===== src/rtl/payload_engine_ctrl.sv =====
// payload_engine_ctrl: sequences engine clear, per-byte enable, pipeline drain and result reporting per packet.
module payload_engine_ctrl #(
    parameter int NUM_ENG = 16,
    parameter int LAT     = 2,
    parameter int MAX_LEN = 2048,
    parameter int ID_W    = 8
) (
    input  logic               clk,
    input  logic               rst_n,
    input  logic               s_valid,
    output logic               s_ready,
    input  logic [7:0]         s_data,
    input  logic               s_sop,
    input  logic               s_eop,
    output logic               eng_sod,
    output logic               eng_en,
    output logic [7:0]         eng_data,
    input  logic [NUM_ENG-1:0] eng_match,
    input  logic [NUM_ENG-1:0] cfg_mask,
    output logic               m_valid,
    input  logic               m_ready,
    output logic [NUM_ENG-1:0] m_match,
    output logic [ID_W-1:0]    m_id,
    output logic [15:0]        m_len,
    output logic               m_trunc
);
    localparam int CW = LAT > 1 ? $clog2(LAT) : 1;
    localparam logic [2:0] IDLE = 3'd0, START = 3'd1, STREAM = 3'd2, DRAIN = 3'd3, REPORT = 3'd4;
    logic [2:0]         state_q, state_d;
    logic [15:0]        len_q, len_d;
    logic               trunc_q, trunc_d;
    logic [CW-1:0]      cnt_q, cnt_d;
    logic               sod_q, sod_d;
    logic               en_q, en_d;
    logic [7:0]         data_q, data_d;
    logic               mvalid_q, mvalid_d;
    logic [NUM_ENG-1:0] mmatch_q, mmatch_d;
    logic [ID_W-1:0]    mid_q, mid_d;
    logic [15:0]        mlen_q, mlen_d;
    logic               mtrunc_q, mtrunc_d;
    logic               below_max;
    logic               accept;
    // Gated by rst_n so the port reads 0 while reset is held, even in IDLE.
    assign s_ready   = rst_n & (state_q == IDLE ? ~s_sop : state_q == STREAM);
    assign accept    = s_valid & s_ready;
    assign below_max = 32'(len_q) < 32'(MAX_LEN);
    always_comb begin
        state_d  = state_q;
        len_d    = len_q;
        trunc_d  = trunc_q;
        cnt_d    = cnt_q;
        sod_d    = 1'b0;
        en_d     = 1'b0;
        data_d   = data_q;
        mvalid_d = mvalid_q;
        mmatch_d = mmatch_q;
        mid_d    = mid_q;
        mlen_d   = mlen_q;
        mtrunc_d = mtrunc_q;
        case (state_q)
            IDLE: begin
                if (s_valid && s_sop) begin
                    state_d = START;
                    sod_d   = 1'b1;
                end
            end
            START: begin
                state_d = STREAM;
                len_d   = '0;
                trunc_d = 1'b0;
            end
            STREAM: begin
                if (accept) begin
                    data_d  = s_data;
                    en_d    = below_max;
                    trunc_d = trunc_q | ~below_max;
                    len_d   = len_q == 16'hFFFF ? len_q : len_q + 16'd1;
                    if (s_eop) begin
                        state_d = DRAIN;
                        cnt_d   = CW'(LAT - 1);
                    end
                end
            end
            DRAIN: begin
                // Loaded with LAT-1 so capture lands on the LAT-th drain cycle.
                if (cnt_q == '0) begin
                    mmatch_d = eng_match & cfg_mask;
                    mlen_d   = len_q;
                    mtrunc_d = trunc_q;
                    mvalid_d = 1'b1;
                    state_d  = REPORT;
                end else begin
                    cnt_d = cnt_q - CW'(1);
                end
            end
            REPORT: begin
                if (m_ready) begin
                    mvalid_d = 1'b0;
                    mid_d    = mid_q + ID_W'(1);
                    state_d  = IDLE;
                end
            end
            default: state_d = IDLE;
        endcase
    end
    always_ff @(posedge clk or negedge rst_n) begin
        if (!rst_n) begin
            state_q  <= IDLE;
            len_q    <= '0;
            trunc_q  <= 1'b0;
            cnt_q    <= '0;
            sod_q    <= 1'b0;
            en_q     <= 1'b0;
            data_q   <= '0;
            mvalid_q <= 1'b0;
            mmatch_q <= '0;
            mid_q    <= '0;
            mlen_q   <= '0;
            mtrunc_q <= 1'b0;
        end else begin
            state_q  <= state_d;
            len_q    <= len_d;
            trunc_q  <= trunc_d;
            cnt_q    <= cnt_d;
            sod_q    <= sod_d;
            en_q     <= en_d;
            data_q   <= data_d;
            mvalid_q <= mvalid_d;
            mmatch_q <= mmatch_d;
            mid_q    <= mid_d;
            mlen_q   <= mlen_d;
            mtrunc_q <= mtrunc_d;
        end
    end
    assign eng_sod  = sod_q;
    assign eng_en   = en_q;
    assign eng_data = data_q;
    assign m_valid  = mvalid_q;
    assign m_match  = mmatch_q;
    assign m_id     = mid_q;
    assign m_len    = mlen_q;
    assign m_trunc  = mtrunc_q;
endmodule


===== config.mk =====
export PLATFORM = sky130hd
export DESIGN_NAME = payload_engine_ctrl
export DESIGN_NICKNAME = d
export VERILOG_FILES = /design/src/rtl/payload_engine_ctrl.sv
export SDC_FILE = /design/constraint.sdc
export NUM_CORES = 1
export LEC_CHECK = 0
export ABC_CLOCK_PERIOD_IN_PS = 2180
export CAP_MARGIN = 5
export CORE_MARGIN = 3
export CORE_UTILIZATION = 47
export CTS_CLUSTER_SIZE = 8
export DETAILED_ROUTE_END_ITERATION = 7
export PLACE_DENSITY = 0.8
export SLEW_MARGIN = 15
export SYNTH_ARGS = -nofsm -noshare
export SYNTH_HDL_FRONTEND = slang
export SYNTH_SLANG_ARGS = --single-unit

===== constraint.sdc =====
create_clock -name clk -period 2.18 [get_ports clk]
set_clock_uncertainty 0.2 [all_clocks]
set_input_delay 0.218 -clock clk [delete_from_list [all_inputs] [get_ports clk]]
set_output_delay 0.218 -clock clk [all_outputs]
set_load 0.01 [all_outputs]

==> reports/qor.yml, run 1 <==
outcome: "completed"
grt_max_degree: 59
logic_family: "simple AND/OR/NAND/NOR gates"
final_common_cell: "clkdlybuf4s50_1"
detail-route-antenna-nets: 0
clock.fmax_ghz: 0.469
synthesis.nets: 365
grt_antenna_before_repair: 0
cts.sinks: 73
rsz0062_at_grt: "no"
signal_buffers: 114
p_sw_uw: 1720
num_rows: 29
p_comb_frac: 0.361
tightest_slew_ps: 712
slew_viol_final: 0
aoi_share: 0.122
intPower_uw: 3740
combinationalPower_uw: 1970
cts_buffers: 9
postSynthSeqShare: 0.570
htree_levels: 3
area_growth_syn_to_layout_pct: 43.8
ys_cells: 317
synthAdderAreaFrac: 0.00780
overflow: 0
dr_wl_met3_um: 700
top_cells_by_area: "dfrtp_1, nand2_1, mux2_2"
yosys_warnings: 0
drive_gt1_frac: 0.133
hold_violations: 0
min_period_ps: 2130
taps: 77
grt_pass1_wl_um: 12200
clk_pin_slew_ps: 70
slowest_delay_ps: 490
final_cell_mix: "clkdlybuf4s50_1, nand2_1, dfrtp_1, o21ai_0, mux2_2"
synth-main-ff-cell: "dfrtp_1"
cp.required_ps: 1760
grt_pass1_vias: 2620
die_h_um: 88.6
synthXorXnorAreaFrac: 0.0191
syn_avg_cell_area_um2: 10.1
nets: 472
post-place-ws_ps: 137
nFillCells: 499
hpwl_um: 5500
chipWidth_um: 88.6
clock_path_buffers: 2
dr.pass1.iters: 5
p_clk_frac: 0.259
comb_area_um2: 1290
chipArea_um2: 7850
synthDistinctLibCells: 38
grt.met3_usage: 0.0503
tool_warnings: 26
layout.non_clock_inverters: 5
synth_top_cell_by_area: "dfrtp_1"
initCoreUtil: 0.494
cellLeakagePower_uw: 0.00209
edf_count: 0
cp_max_fo: 9
clock_buffer_count: 11
syn_area_um2: 3210
swShare: 0.315
ir_drop_v: 0.000723
ys_ff: 73
buf_share: 0.239
placed_area_um2: 4300
crit_buf_inv: 2
flop_area_um2: 1830
port_buffers: 98
gp_congestion: 0.842
top_area_frac: 0.570
crit_chain: "buf_4, o21ai_0, nor2_1, clkdlybuf4s50_1"
setup_tns_ps: 0
seqPwrFrac: 0.380
drt-met1-wl_um: 3310
antennaDiodeCount: 0
fin_area_um2: 4610
startpoint: "state_q[1]"
power.clock.total_uw: 1420
logic_gates: 221
min_path_type: "input pin to flip-flop"
cts_setup_buffers: 1
largest_class: "flip-flops and latches"
ff_count: 73
critical-path-top-delay-family: "buffers and inverters"
synth_cells: 317
grt_usage: 0.202
min_from: "rst_n"
synth_dominant_cell_count: "nand2_1"
cts_resized: 3
crit_type: "flip-flop to primary output"
clk_share: 0.0600
setup_violations: 0
finalClockPeriodUsage: 0.977
top_layer: "met4"
use_met2: 0.322
grt_busiest_layer: "met2"
ys_chip_area_um2: 3210
clock_latency_ps: 340
cp.arrival_ps: 1710
ys_top_cells_by_count: "nand2_1, dfrtp_1, o21ai_0"
comb_area_frac: 0.280
core-area_um2: 6490
ys_sh_simple: 0.189
io_pins: 99
cts_tree: "yes"
max_cap_violations: 0
cts_hold_buf: 1
muxShareOfSynthArea: 0.0597
drt_iter0_markers: 224
power.density_nw_per_um2: 1180
run 1: state kept, by name (all words and copies together) (netlist names), 3 cells and up:
register	count
state_q	3
m_len	16
m_match	16
m_id	8
len_q	16
eng_data	8
run 1: through the flow:
step           std cells  hold WS [ps]  total power [uW]  utilization
2_1_floorplan        317          -278              3040            -
3_3_place_gp         488          6.85              3980        0.662
3_5_place_dp         488          11.2              4040        0.662
4_1_cts              506           136              5490        0.708
5_1_grt              506           168              5840        0.710
6_report             506           147              5460        0.710
run 1: final timing paths:
path	to	slack, ps	cells after the start
setup / recovery	s_ready	50	4
hold / removal	len_q[10]	150	5
setup reg to reg	len_q[15]	140	6
hold reg to reg	m_id[7]	270	1
max in group asynchronous	len_q[2]	870	3
min in group asynchronous	eng_data[5]	250	3
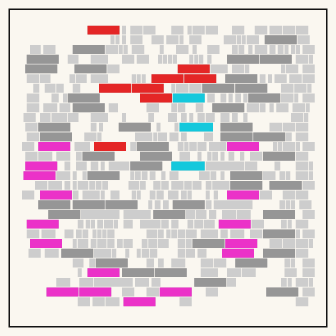
Fig. 1. Sequential cells grouped by signal name (run 1).
Other sequential cells in the stronger grey, the rest of the logic in the fainter grey.
[m_len] magenta | sequential cells: 16
[eng_data] red | sequential cells: 8 | where: top middle
[state_q] cyan | sequential cells: 3
Seq/total area: 0.397
Sequential Power: 2070 uW

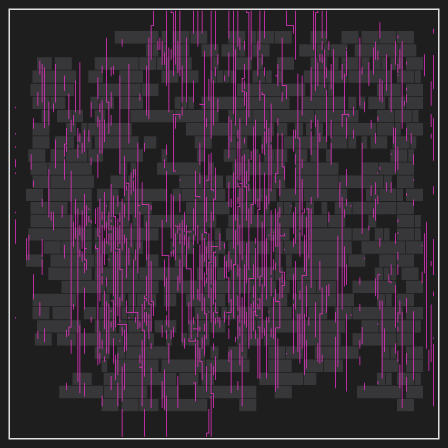
Fig. 2. Met2 routing (run 1).
longest straight run: 37.6 um
main direction: vertical
nets with wire on the layer: 399

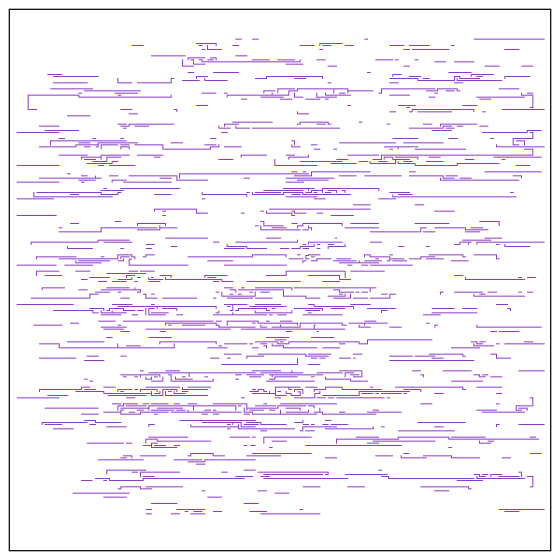
Fig. 3. Signal wires on met1 (run 1).
nets with wire on the layer: 399
main direction: horizontal
M1 GR Usage: 0.265
via count: 2720
WL final: 7600 um

==> run 2: changes to the inputs <==
--- a/config.mk
+++ b/config.mk
@@ -11,6 +11,7 @@
 export CORE_UTILIZATION = 47
 export CTS_CLUSTER_SIZE = 8
 export DETAILED_ROUTE_END_ITERATION = 7
+export GPL_ROUTABILITY_DRIVEN = 1
 export PLACE_DENSITY = 0.8
 export SLEW_MARGIN = 15
 export SYNTH_ARGS = -nofsm -noshare
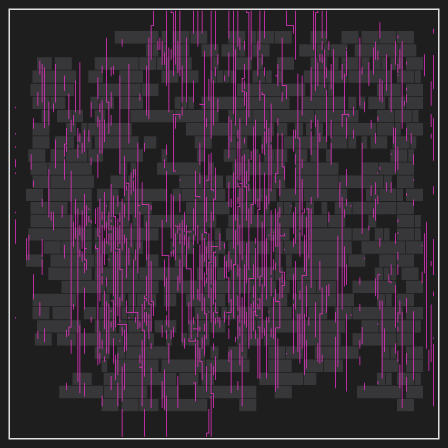
Fig. 4. Met2 routing (run 2).
met2 usage: 0.322

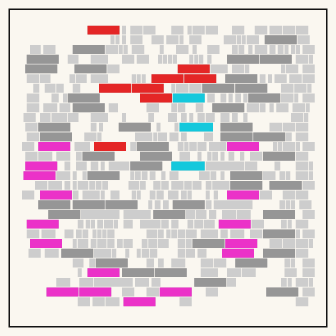
Fig. 5. Sequential cells grouped by signal name (run 2).
Other sequential cells in the stronger grey, the rest of the logic in the fainter grey.
[m_len] magenta | sequential cells: 16
[state_q] cyan | sequential cells: 3
[eng_data] red | sequential cells: 8 | where: top middle
Sequential Area: 1830 um2
Final Util: 0.710

==> reports/qor.yml, run 2 <==
grt_max_degree: 59  # unchanged
syn_area_um2: 3210  # unchanged
ys_ff: 73  # unchanged
dr_wl_met3_um: 700  # unchanged
drt_wl_total_um: 7600  # unchanged
cts.sinks: 73  # unchanged
ys_top_cells_by_count: "nand2_1, dfrtp_1, o21ai_0"
crit_type: "flip-flop to primary output"
dr.pass1.iters: 5  # unchanged
detail-route-antenna-nets: 0  # unchanged
setup_violations: 0  # unchanged
place_inst: 488  # unchanged
cp.required_ps: 1760  # about the same
ir_drop_v: 0.000723  # unchanged
cp.arrival_ps: 1710  # about the same
clock_path_buffers: 2  # unchanged
critical-path-top-delay-family: "buffers and inverters"
initCoreUtil: 0.494  # unchanged
rr_endpoint: "len_q[15]"
crit_end: "s_ready"
crit_cells: 4  # unchanged
cts_hold_buf: 1  # unchanged
top_area_frac: 0.570  # unchanged
power.density_nw_per_um2: 1180  # unchanged
setup_tns_ps: 0  # unchanged
wl_per_cell_um: 15.0
crit_buf_inv: 2  # unchanged
grt_busiest_layer: "met2"
fin_area_um2: 4610  # unchanged
synth_dominant_cell_count: "nand2_1"
grt_usage: 0.202  # unchanged
grt_pass1_wl_um: 12200  # unchanged
via_per_inst: 5.38
cts_root_buffer: "clkbuf_8"
overflow: 0  # unchanged
hold_violations: 0  # unchanged
min_path_type: "input pin to flip-flop"
synth_top_cell_by_area: "dfrtp_1"
finalClockPeriodUsage: 0.977  # unchanged
crit_chain: "buf_4, o21ai_0, nor2_1, clkdlybuf4s50_1"
fin_ws_ps: 49.3
chipWidth_um: 88.6  # unchanged
post-place-ws_ps: 137  # unchanged
synthesis.nets: 365  # unchanged
tightest_slew_ps: 712  # unchanged
num_rows: 29  # unchanged
min_from: "rst_n"
placed_area_um2: 4300  # unchanged
area_growth_syn_to_layout_pct: 43.8  # unchanged
io_pins: 99  # unchanged
whs_ps: 147  # unchanged
vias: 2720  # unchanged
slowest_delay_ps: 490  # about the same
clk_pin_slew_ps: 70  # about the same
slew_viol_final: 0  # unchanged
drc: 0
synth_cells: 317  # unchanged
grt_pass1_vias: 2620  # unchanged
hpwl_um: 5500  # unchanged
outcome: "completed"
cts_tree: "yes"
drive_gt1_frac: 0.133  # unchanged
slew_headroom: 0.526
drt_iter0_markers: 224  # unchanged
edf_count: 0  # unchanged
nets: 472  # unchanged
yosys_warnings: 0  # unchanged
min_path_cells: 5  # unchanged
async_flop_share: 1.00
cts_resized: 3  # unchanged
rsz0062_at_grt: "no"
cp_max_fo: 9  # unchanged
top_layer: "met4"
synthDistinctLibCells: 38  # unchanged
ys_chip_area_um2: 3210  # unchanged
cts_setup_buffers: 1  # unchanged
gp_congestion: 0.842  # unchanged
startpoint: "state_q[1]"
crit_slowest_cell: "clkdlybuf4s50_1"
r2r.worst_path.cells: 6  # unchanged
clock.fmax_ghz: 0.469  # unchanged
final_cell_mix: "clkdlybuf4s50_1, nand2_1, dfrtp_1, o21ai_0, mux2_2"
holdPathEnd: "len_q[10]"
rrSetupSlack_ps: 140  # about the same
synth-main-ff-cell: "dfrtp_1"
clock_latency_ps: 340  # about the same
cts_buffers: 9  # unchanged
drt-met1-wl_um: 3310  # unchanged
syn_avg_cell_area_um2: 10.1  # unchanged
min_period_ps: 2130  # unchanged
die_h_um: 88.6  # unchanged
htree_levels: 3  # unchanged
antennaDiodeCount: 0  # unchanged
gr-usage-met1: 0.265  # unchanged
final_common_cell: "clkdlybuf4s50_1"
grt_antenna_before_repair: 0  # unchanged
core-area_um2: 6490  # unchanged
grt.met3_usage: 0.0503  # unchanged
power_uw: 5460  # unchanged
r2r_start: "len_q[0]"
max_cap_violations: 0  # unchanged
postSynthSeqShare: 0.570  # unchanged
cellLeakagePower_uw: 0.00209  # unchanged
tool_warnings: 26  # unchanged
top_cells_by_area: "dfrtp_1, nand2_1, mux2_2"
wl_met2_um: 3500
ys_cells: 317  # unchanged
chipArea_um2: 7850  # unchanged
final_cells: 506  # unchanged
port_buffers: 98  # unchanged
run 2: layout make-up:
cell class / instances / area [um2]
Timing Repair Buffer: 114 / 1100
Clock inverter: 5 / 125
Fill cell: 499 / 1880
Tap cell: 77 / 96.3
Clock buffer: 11 / 151
Multi-Input combinational cell: 221 / 1290
Inverter: 5 / 18.8
Sequential cell: 73 / 1830
run 2: kinds of logic (layout without fill, tap and decap cells):
logic type	count (synthesis)	after routing	synth area share
xor+xnor	7	7	0.0191
flops	73	73	0.570
buf+inv	23	135	0.0332
mux	17	17	0.0597
simple gates	130	130	0.189
fa+ha+maj	2	2	0.00780
compound gates	65	65	0.122
run 2: where the power goes:
group          total [uW]  switching (uW)  internal (uW)  leakage (uW)
logic                1970             936           1040      0.000993
clock network        1420             479            937      0.000140
registers            2070             305           1770      0.000957
No activity file was given, so power comes from the tool's default toggle rates.
